`src/rtl/cam_sensor_emulator.sv`:
```
// cam_sensor_emulator
// Synthetic D5M-style image source. Produces a free-running pixel clock (clk/2) and
// frame/line-valid framed 12-bit test patterns so the capture path can run without a sensor.
//
// Ports:
//   clk          system clock
//   reset_n      asynchronous active-low reset
//   enable       run request, sampled only at frame boundaries
//   pattern      test pattern select, latched at frame start
//   cam_pixclk   pixel clock, clk/2 square wave
//   cam_fval     frame valid
//   cam_lval     line valid
//   cam_data     12-bit pixel data (0 whenever lval is low)
//   frame_done   1-clk pulse when the last active pixel of a frame is left
//   frame_cnt    completed-frame counter (wraps)
//   busy         high whenever the generator is not idle
module cam_sensor_emulator #(
  parameter int unsigned H_ACTIVE = 640,
  parameter int unsigned H_BLANK  = 16,
  parameter int unsigned V_ACTIVE = 480,
  parameter int unsigned PRE_PIX  = 8,
  parameter int unsigned V_BLANK  = 64
) (
  input  logic        clk,
  input  logic        reset_n,
  input  logic        enable,
  input  logic [1:0]  pattern,
  output logic        cam_pixclk,
  output logic        cam_fval,
  output logic        cam_lval,
  output logic [11:0] cam_data,
  output logic        frame_done,
  output logic [15:0] frame_cnt,
  output logic        busy
);

  localparam int unsigned XW = (H_ACTIVE > 1) ? $clog2(H_ACTIVE) : 1;
  localparam int unsigned YW = (V_ACTIVE > 1) ? $clog2(V_ACTIVE) : 1;
  localparam int unsigned BlankMaxHv = (H_BLANK > V_BLANK) ? H_BLANK : V_BLANK;
  localparam int unsigned BlankMax = (PRE_PIX > BlankMaxHv) ? PRE_PIX : BlankMaxHv;
  localparam int unsigned CW = (BlankMax > 1) ? $clog2(BlankMax) : 1;

  localparam logic [XW-1:0] XLast   = XW'(H_ACTIVE - 1);
  localparam logic [YW-1:0] YLast   = YW'(V_ACTIVE - 1);
  localparam logic [CW-1:0] PreLast = CW'(PRE_PIX - 1);
  localparam logic [CW-1:0] HbLast  = CW'(H_BLANK - 1);
  localparam logic [CW-1:0] VbLast  = CW'(V_BLANK - 1);

  typedef enum logic [2:0] {
    StIdle,
    StPre,
    StActive,
    StHblank,
    StVblank
  } state_e;

  // With no pre-frame porch a frame starts straight on line 0.
  localparam state_e StStart = (PRE_PIX == 0) ? StActive : StPre;

  state_e        state_q, state_d;
  logic [XW-1:0] x_q, x_d;
  logic [YW-1:0] y_q, y_d;
  logic [CW-1:0] cnt_q, cnt_d;
  logic [1:0]    pat_q, pat_d;
  logic [15:0]   fcnt_q, fcnt_d;
  logic          pixclk_q;
  logic          fval_q, fval_d;
  logic          lval_q, lval_d;
  logic [11:0]   data_q, data_d;
  logic          done_q, done_d;
  logic          tick;
  logic [11:0]   x12, y12;

  // Pixel tick: the clk edge on which pixclk falls, so outputs straddle the next rising edge.
  assign tick = pixclk_q;

  // Sequencing: state, position counters, pattern latch and frame counter.
  always_comb begin
    state_d = state_q;
    x_d     = x_q;
    y_d     = y_q;
    cnt_d   = cnt_q;
    pat_d   = pat_q;
    fcnt_d  = fcnt_q;
    done_d  = 1'b0;
    if (tick) begin
      unique case (state_q)
        StIdle: begin
          if (enable) begin
            pat_d   = pattern;
            state_d = StStart;
            cnt_d   = '0;
            x_d     = '0;
            y_d     = '0;
          end
        end
        StPre: begin
          if (cnt_q == PreLast) begin
            state_d = StActive;
            cnt_d   = '0;
          end else begin
            cnt_d = cnt_q + 1'b1;
          end
        end
        StActive: begin
          if (x_q == XLast) begin
            x_d   = '0;
            cnt_d = '0;
            if (y_q == YLast) begin
              state_d = StVblank;
              done_d  = 1'b1;
              fcnt_d  = fcnt_q + 16'd1;
            end else begin
              state_d = StHblank;
            end
          end else begin
            x_d = x_q + 1'b1;
          end
        end
        StHblank: begin
          if (cnt_q == HbLast) begin
            state_d = StActive;
            y_d     = y_q + 1'b1;
            cnt_d   = '0;
          end else begin
            cnt_d = cnt_q + 1'b1;
          end
        end
        StVblank: begin
          if (cnt_q == VbLast) begin
            cnt_d = '0;
            x_d   = '0;
            y_d   = '0;
            if (enable) begin
              pat_d   = pattern;
              state_d = StStart;
            end else begin
              state_d = StIdle;
            end
          end else begin
            cnt_d = cnt_q + 1'b1;
          end
        end
        default: state_d = StIdle;
      endcase
    end
  end

  // Registered sensor outputs, derived from the state being entered on this tick.
  always_comb begin
    fval_d = fval_q;
    lval_d = lval_q;
    data_d = data_q;
    x12    = 12'(x_d);
    y12    = 12'(y_d);
    if (tick) begin
      fval_d = (state_d == StPre) || (state_d == StActive) || (state_d == StHblank);
      lval_d = (state_d == StActive);
      data_d = '0;
      if (lval_d) begin
        unique case (pat_d)
          2'd0:    data_d = x12;
          2'd1:    data_d = y12;
          2'd2:    data_d = (x12[3] ^ y12[3]) ? 12'hFFF : 12'h000;
          default: data_d = x12 + fcnt_q[11:0];
        endcase
      end
    end
  end

  always_ff @(posedge clk or negedge reset_n) begin
    if (!reset_n) begin
      state_q  <= StIdle;
      x_q      <= '0;
      y_q      <= '0;
      cnt_q    <= '0;
      pat_q    <= '0;
      fcnt_q   <= '0;
      pixclk_q <= 1'b0;
      fval_q   <= 1'b0;
      lval_q   <= 1'b0;
      data_q   <= '0;
      done_q   <= 1'b0;
    end else begin
      state_q  <= state_d;
      x_q      <= x_d;
      y_q      <= y_d;
      cnt_q    <= cnt_d;
      pat_q    <= pat_d;
      fcnt_q   <= fcnt_d;
      pixclk_q <= ~pixclk_q;
      fval_q   <= fval_d;
      lval_q   <= lval_d;
      data_q   <= data_d;
      done_q   <= done_d;
    end
  end

  assign cam_pixclk = pixclk_q;
  assign cam_fval   = fval_q;
  assign cam_lval   = lval_q;
  assign cam_data   = data_q;
  assign frame_done = done_q;
  assign frame_cnt  = fcnt_q;
  assign busy       = (state_q != StIdle);

endmodule

```
`config.mk`:
```
export PLATFORM = sky130hd
export DESIGN_NAME = cam_sensor_emulator
export DESIGN_NICKNAME = d
export VERILOG_FILES = /design/src/rtl/cam_sensor_emulator.sv
export SDC_FILE = /design/constraint.sdc
export NUM_CORES = 1
export LEC_CHECK = 0
export CAP_MARGIN = 20
export CORE_MARGIN = 2
export CORE_UTILIZATION = 55
export DETAILED_ROUTE_END_ITERATION = 7
export PLACE_DENSITY = 0.75
export SYNTH_ARGS = -nofsm -noshare
export SYNTH_HDL_FRONTEND = slang
export SYNTH_SLANG_ARGS = --single-unit
```
`constraint.sdc`:
```
create_clock -name clk -period 3.9 [get_ports clk]
set_clock_uncertainty 0.05 [all_clocks]
set_input_delay 0.39 -clock clk [delete_from_list [all_inputs] [get_ports clk]]
set_output_delay 0.39 -clock clk [all_outputs]
set_load 0.05 [all_outputs]
```
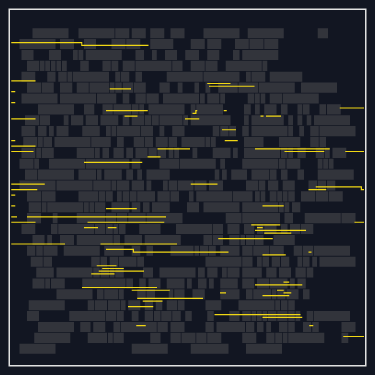
Fig. 1. Metal 3 (run 1).
Scale: 4 px per µm.
The wires run mostly horizontal. 59 nets have wire on it. The layer carries 542 µm of wire. The longest straight run is 34.5 µm.

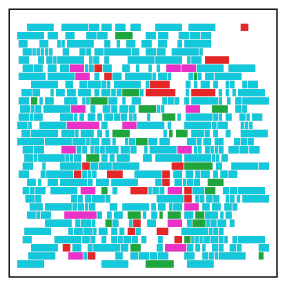
Fig. 2. Cell sizes after repair (run 1).
Scale: 3 px per µm.
Key: drive 1 or less = cyan [cells 412, share 86%]; drive 2 = green [cells 27, share 5.6%]; drive 6 and up = magenta [cells 17, share 3.6%]; drive 3 to 4 = red [cells 22, share 4.6%]

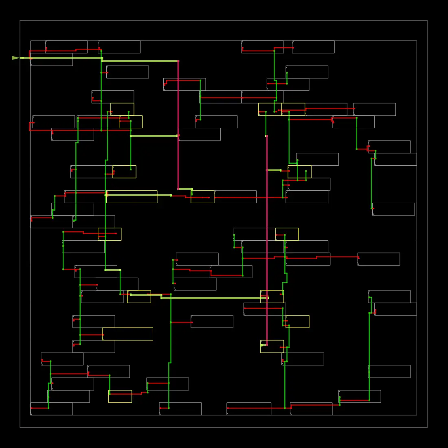
Fig. 3. Clock routing (run 1).
FFs & Latches: 62
TritonCTS Buffers: 9
clk sinks: 62
clock buffers: 14
clk latency late pin: 340 ps

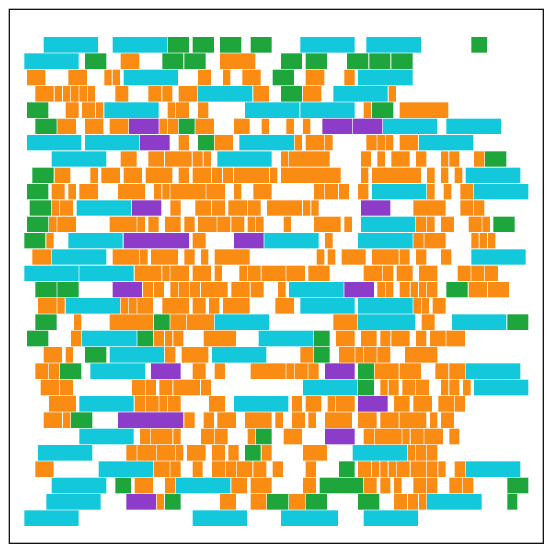
Fig. 4. Cell classes on the final placement (run 1).
Scale: 6 px per µm.
Key: clock drivers and dummy loads = purple [cells 16, share of their area 5.4%]; all other logic = orange [cells 347, share of their area 50%]; flip-flops = cyan [cells 62, share of their area 33%]; other buffers and delay cells = green [cells 53, share of their area 11%]

==> CHANGELOG.md, run 1 <==
### Implementation results

* XORs/XNORs by Area at 0.0624
* Data buffer area share at 0.105
* OpenROAD warning count at 27
* Max IR drop VDD at 0.257 mV
* Reg2reg path depth at 15
* Area fraction in compound gates at 0.206
* Adder Area Share at 0.0526
* Switching share of power at 0.418
* Die width at 88.8 µm
* WHS at 439 ps
* Drt wl/cell at 18.7 µm
* Min-delay src: frame_cnt[15]
* Global-route wire length before repair at 17400 µm
* Syn. warnings at 0
* Longest Clk Path Bufs at 2
* Status: completed
* MaxCap Viol Count at 0
* Layout cells sized above 1 at 0.138
* Via count at 3535
* Flop2flop setup slack at 170 ps
* M1 WL at 4680 µm
* #FFs+latches synth at 62
* Simple Share, Synth at 0.226
* Crit path max-delay family: AND-OR/OR-AND gates
* WL final at 10700 µm
* Critical path launch point: state_q[0]
* Fin nets at 494
* Met1 GRT Util at 0.391
* Internal power at 0.00163 W
* Max incr delay on CP at 510 ps
* Busiest grt layer: met2
* Max layer used: met4
* Cells along the critical path: or3b_1, a31oi_2, or3_4, nand2_1, o31ai_2, ha_1, inv_1, fa_1, nand3b_1, a21oi_1, o21a_1, nor2_1, xnor2_1, o22ai_1, o32ai_2
* Multi-input gate count at 330
* Final Non-Filler Cells at 574
* RR Endpoint: cam_data[6]
* Count of non-CTS inverters in the layout at 17
* Mapped Area at 0.00395 mm²
* Type of the worst setup path: flip-flop to flip-flop
* Comb power at 0.00120 W
* Max-area cell class: multi-input combinational cells
* Seq/total area at 0.326
* Final setup vio count at 0
* Routed met2 length at 5310 µm
* Placer Congestion at 0.933
* Detail Route Antenna Nets at 0
* FMAX at 268 MHz
* Number of remaining DRC errors at 0
* Leakage power at 2.09 nW
* Tap Cells at 96
* Startpoint types: flip-flop
* Initial DRC Count at 191
* Most common logic cell in the routed design: dfrtp_1
* Buf+Inv Stages, Crit Path at 1
* Syn avg cell area at 9.39 µm²
* Final Cycle Share at 0.957
* DRT Pass-1 Iters at 5
* Worst-path fanout max at 12
* Sequential Area at 0.00155 mm²
* Die Height at 88.8 µm
* Met3 track demand over resource at 0.0364
* Most frequent cells in the layout: dfrtp_1, nand2_1, nor2_1, clkdlybuf4s50_1, o21ai_0
* Layout Area Growth over Synthesis at 20.7%
* CP max-delay cell: or3b_1
* Critical Path RT at 4100 ps
* Clk pwr at 0.000703 W
* Synthesized net count at 442
* CTS Root Cell: clkbuf_8
* Core area at 0.00687 mm²
* Type of the most critical hold path: flip-flop to flip-flop
* CP Capture Type: flip-flop
* Comb power frac at 0.427
* Cts hold-fix bufs at 0
* GRT Total Usage at 0.289
* Max power group: combinational logic
* Pre-Place Util at 0.575
* Commonest cells post-synth: dfrtp_1, nand2_1, nor2_1
* Chip area at 0.00788 mm²
* Rel. slew slack at 0.621
* Netlist cell types at 76
* Final Util at 0.694
* Hpwl dp at 7740 µm
* Signal buffers at 53
* Fraction of area in multi-input gates at 0.478
* NetSw at 0.00117 W
* Clock transition at path regs at 70 ps
* Fin. max-slew vios at 0
* Vias in the first global route at 3418
* Total gr overflow at 0
* Transition time of the tightest slew-check pin at 563 ps
* Yosys cell count at 421
* Crit. path cell count at 15
* Final Hold Fails at 0
* Global-route track usage on met2 at 0.478
* Initial antenna violation count at 0
* Post-synth seq share at 0.393
* Mapped Cells at 421
* WHS Endpoint: frame_cnt[15]
* Count leader, synth: dfrtp_1
* Setup TNS Final at 0 ps
* Top cells, area: dfrtp_1, ha_1, nand2_1
* Multiplexer share at 0.0222
* CTS tree: yes
* Critical path endpoint: cam_data[6]
* Pre-CTS setup slack at 81.0 ps
* Fin area at 0.00477 mm²
==> run 2, diff against run 1 <==
Settings changed: CTS_CLUSTER_SIZE from default to 12.
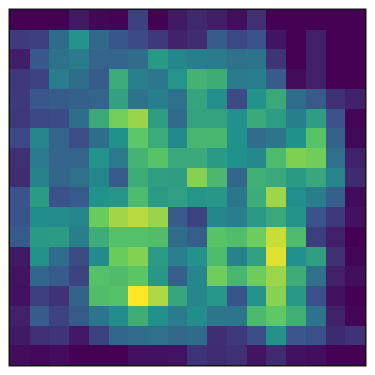
Fig. 5. Routed metal per tile (run 2).
Scale: 4 px per µm. 18 x 18 tiles, from dark purple (low) to yellow (high), scaled to the fullest tile. Values are wire area over tile area, all layers added.
32% of the tiles are over half the peak. The mean over all tiles is 0.22. 9.0% of the tiles are nearly empty. The emptiest ninth of the die: north-east. The densest ninth of the die: center.

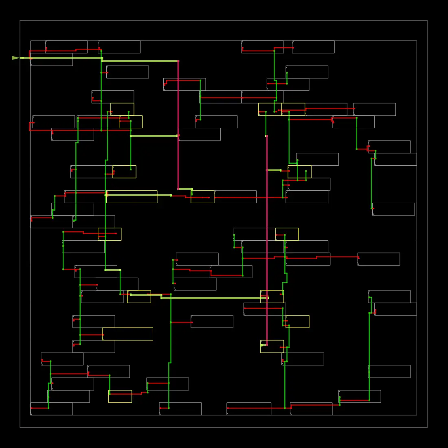
Fig. 6. Clock routing (run 2).
clk pwr: 0.000703 W

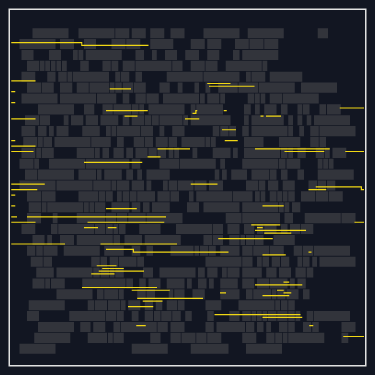
Fig. 7. Metal 3 (run 2).
Scale: 4 px per µm.
The layer carries 542 µm of wire. The layer holds 5.1% of the routed length. The wires run mostly horizontal.

==> CHANGELOG.md, run 2 <==
### Implementation results

* RR Endpoint: cam_data[6]
* Max layer used: met4
* Post-synth seq share at 0.393
* Status: completed
* Clk latency late pin at 340 ps
* Type of the worst setup path: flip-flop to flip-flop
* Startpoint types: flip-flop
* GRT Total Usage at 0.289
* Final Hold Fails at 0
* Final Non-Filler Cells at 574
* Clock buffers at 14
* NetSw at 0.00117 W
* Placer Congestion at 0.933
* Seq/total area at 0.326
* FFs & Latches at 62
* Signal buffers at 53
* Number of remaining DRC errors at 0
* CP max-delay cell: or3b_1
* Crit. path cell count at 15
* Multi-input gate count at 330
* Pre-Place Util at 0.575
* Final Util at 0.694
* Busiest grt layer: met2
* Synthesized net count at 442
* CTS Root Cell: clkbuf_8
* Global-route track usage on met2 at 0.478
* Fin. max-slew vios at 0
* Initial antenna violation count at 0
* OpenROAD warning count at 27
* Count leader, synth: dfrtp_1
* Rel. slew slack at 0.621
* Simple Share, Synth at 0.226
* Layout cells sized above 1 at 0.138
* FMAX at 268 MHz
* Critical path endpoint: cam_data[6]
* Crit path max-delay family: AND-OR/OR-AND gates
* Worst-path fanout max at 12
* Comb power frac at 0.427
* Fin nets at 494
* Via count at 3535
* Global-route wire length before repair at 17400 µm
* Commonest cells post-synth: dfrtp_1, nand2_1, nor2_1
* Setup TNS Final at 0 ps
* Top cells, area: dfrtp_1, ha_1, nand2_1
* Reg2reg path depth at 15
* Adder Area Share at 0.0526
* Mapped Area at 0.00395 mm²
* XORs/XNORs by Area at 0.0624
* Longest Clk Path Bufs at 2
* Min-delay src: frame_cnt[15]
* Most common logic cell in the routed design: dfrtp_1
* WHS at 439 ps
* Leakage power at 2.09 nW
* DRT Pass-1 Iters at 5
* Critical Path RT at 4100 ps
* Max IR drop VDD at 0.257 mV
* Multiplexer share at 0.0222
* Pre-CTS setup slack at 81.0 ps
* Max-area cell class: multi-input combinational cells
* Type of the most critical hold path: flip-flop to flip-flop
* Fin area at 0.00477 mm²
* Hpwl dp at 7740 µm
* Drt wl/cell at 18.7 µm
* Data buffer area share at 0.105
* Flop2flop setup slack at 170 ps
* Max incr delay on CP at 510 ps
* Cells along the critical path: or3b_1, a31oi_2, or3_4, nand2_1, o31ai_2, ha_1, inv_1, fa_1, nand3b_1, a21oi_1, o21a_1, nor2_1, xnor2_1, o22ai_1, o32ai_2
* Met3 track demand over resource at 0.0364
Fig. 8: run 2, cell classes on the final placement
Scale: 6 px per µm.
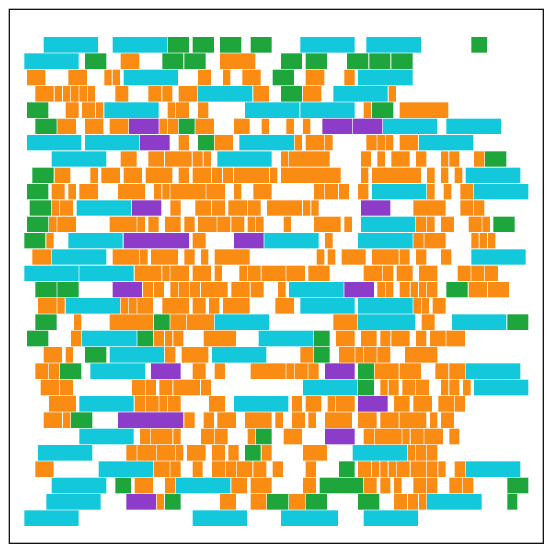

==> run 3, diff against run 2 <==
Settings changed: RECOVER_POWER from default to 50.
Clock period 3.9 ns to 4.3 ns, I/O delays scaled along.
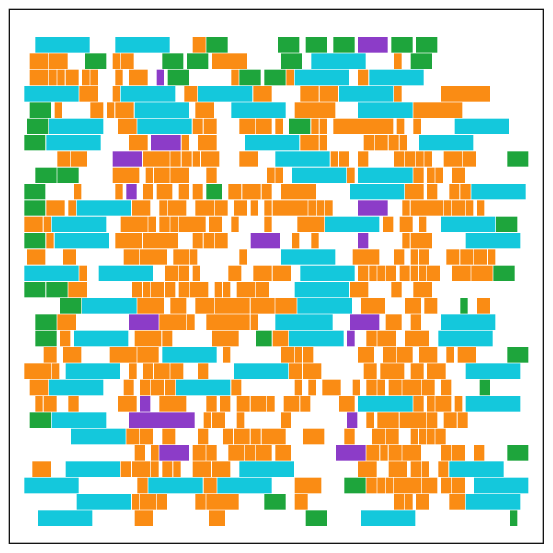
Fig. 9. Cell classes on the final placement (run 3).
Scale: 6 px per µm.
Key: other buffers and delay cells = green [cells 42, share of their area 9.0%]; flip-flops = cyan [cells 62, share of their area 35%]; all other logic = orange [cells 347, share of their area 52%]; clock drivers and dummy loads = purple [cells 16, share of their area 4.1%]

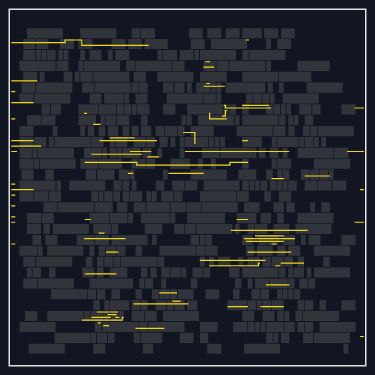
Fig. 10. Metal 3 (run 3).
Scale: 4 px per µm.
The longest straight run is 25.8 µm. The layer carries 438 µm of wire.

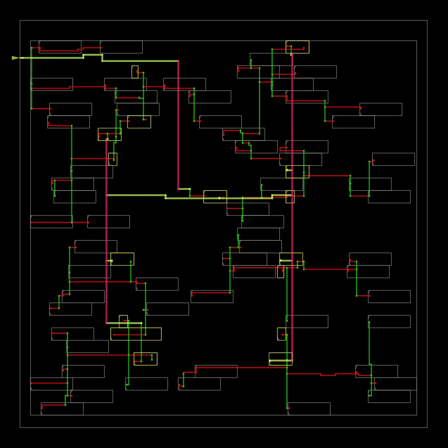
Fig. 11. Clock routing (run 3).
clk pwr: 0.000502 W
clk latency late pin: 350 ps

==> CHANGELOG.md, run 3 <==
### Implementation results

* Status: completed
* Mapped Cells at 421
* OpenROAD warning count at 27
* Fin area at 0.00456 mm²
* MaxCap Viol Count at 0
* Comb power frac at 0.429
* Fin. max-slew vios at 0
* Syn. warnings at 0
* Die Height at 88.8 µm
* Top cells, area: dfrtp_1, ha_1, nand2_1
* Area fraction in compound gates at 0.206
* Cts hold-fix bufs at 1
* Count leader, synth: dfrtp_1
* Multiplexer share at 0.0222
* Transition time of the tightest slew-check pin at 1150 ps
* Global-route wire length before repair at 16600 µm
* Crit path max-delay family: AND-OR/OR-AND gates
* Chip area at 0.00788 mm²
* Pre-CTS setup slack at 249 ps
* Seq/total area at 0.340
* Max incr delay on CP at 670 ps
* TritonCTS Buffers at 9
* Final setup vio count at 0
* Yosys cell count at 421
* Critical path launch point: state_q[1]
* Min-delay src: cam_data[5]
* WHS at 438 ps
* Placer Congestion at 0.893
* FFs & Latches at 62
* Initial DRC Count at 280
* Switching share of power at 0.442
* Sequential Area at 0.00155 mm²
* Layout Area Growth over Synthesis at 15.5%
* Type of the most critical hold path: flip-flop to flip-flop
* GRT Total Usage at 0.278
* Final Util at 0.664
* Max IR drop VDD at 0.232 mV
* Total gr overflow at 0
* CTS tree: yes
* Final Hold Fails at 0
* Mapped Area at 0.00395 mm²
* DRT Pass-1 Iters at 5
* Commonest cells post-synth: dfrtp_1, nand2_1, nor2_1
* FMAX at 255 MHz
* Max-area cell class: multi-input combinational cells
* XORs/XNORs by Area at 0.0624
* Global-route track usage on met2 at 0.427
* Max layer used: met4
* Vias in the first global route at 3217
* Met3 track demand over resource at 0.0532
* CP max-delay cell: dfrtp_1
* Clk sinks at 62
* Worst-path fanout max at 16
* Buf+Inv Stages, Crit Path at 1
* Data buffer area share at 0.0872
* Hpwl dp at 7340 µm
* Setup TNS Final at 0 ps
* Pre-Place Util at 0.575
* Rel. slew slack at 0.235
* Routed met2 length at 4680 µm
* Synthesized net count at 442
* Leakage power at 2.00 nW
* Flop2flop setup slack at 380 ps
* RR Endpoint: cam_data[8]
* WL final at 10000 µm
* Core area at 0.00687 mm²
* Busiest grt layer: met2
* Comb power at 0.000998 W
* Fraction of area in multi-input gates at 0.492
* Simple Share, Synth at 0.226
* Reg2reg path depth at 13
* Die width at 88.8 µm
Power figures rest on the tool's default switching activity, not on a simulated workload.
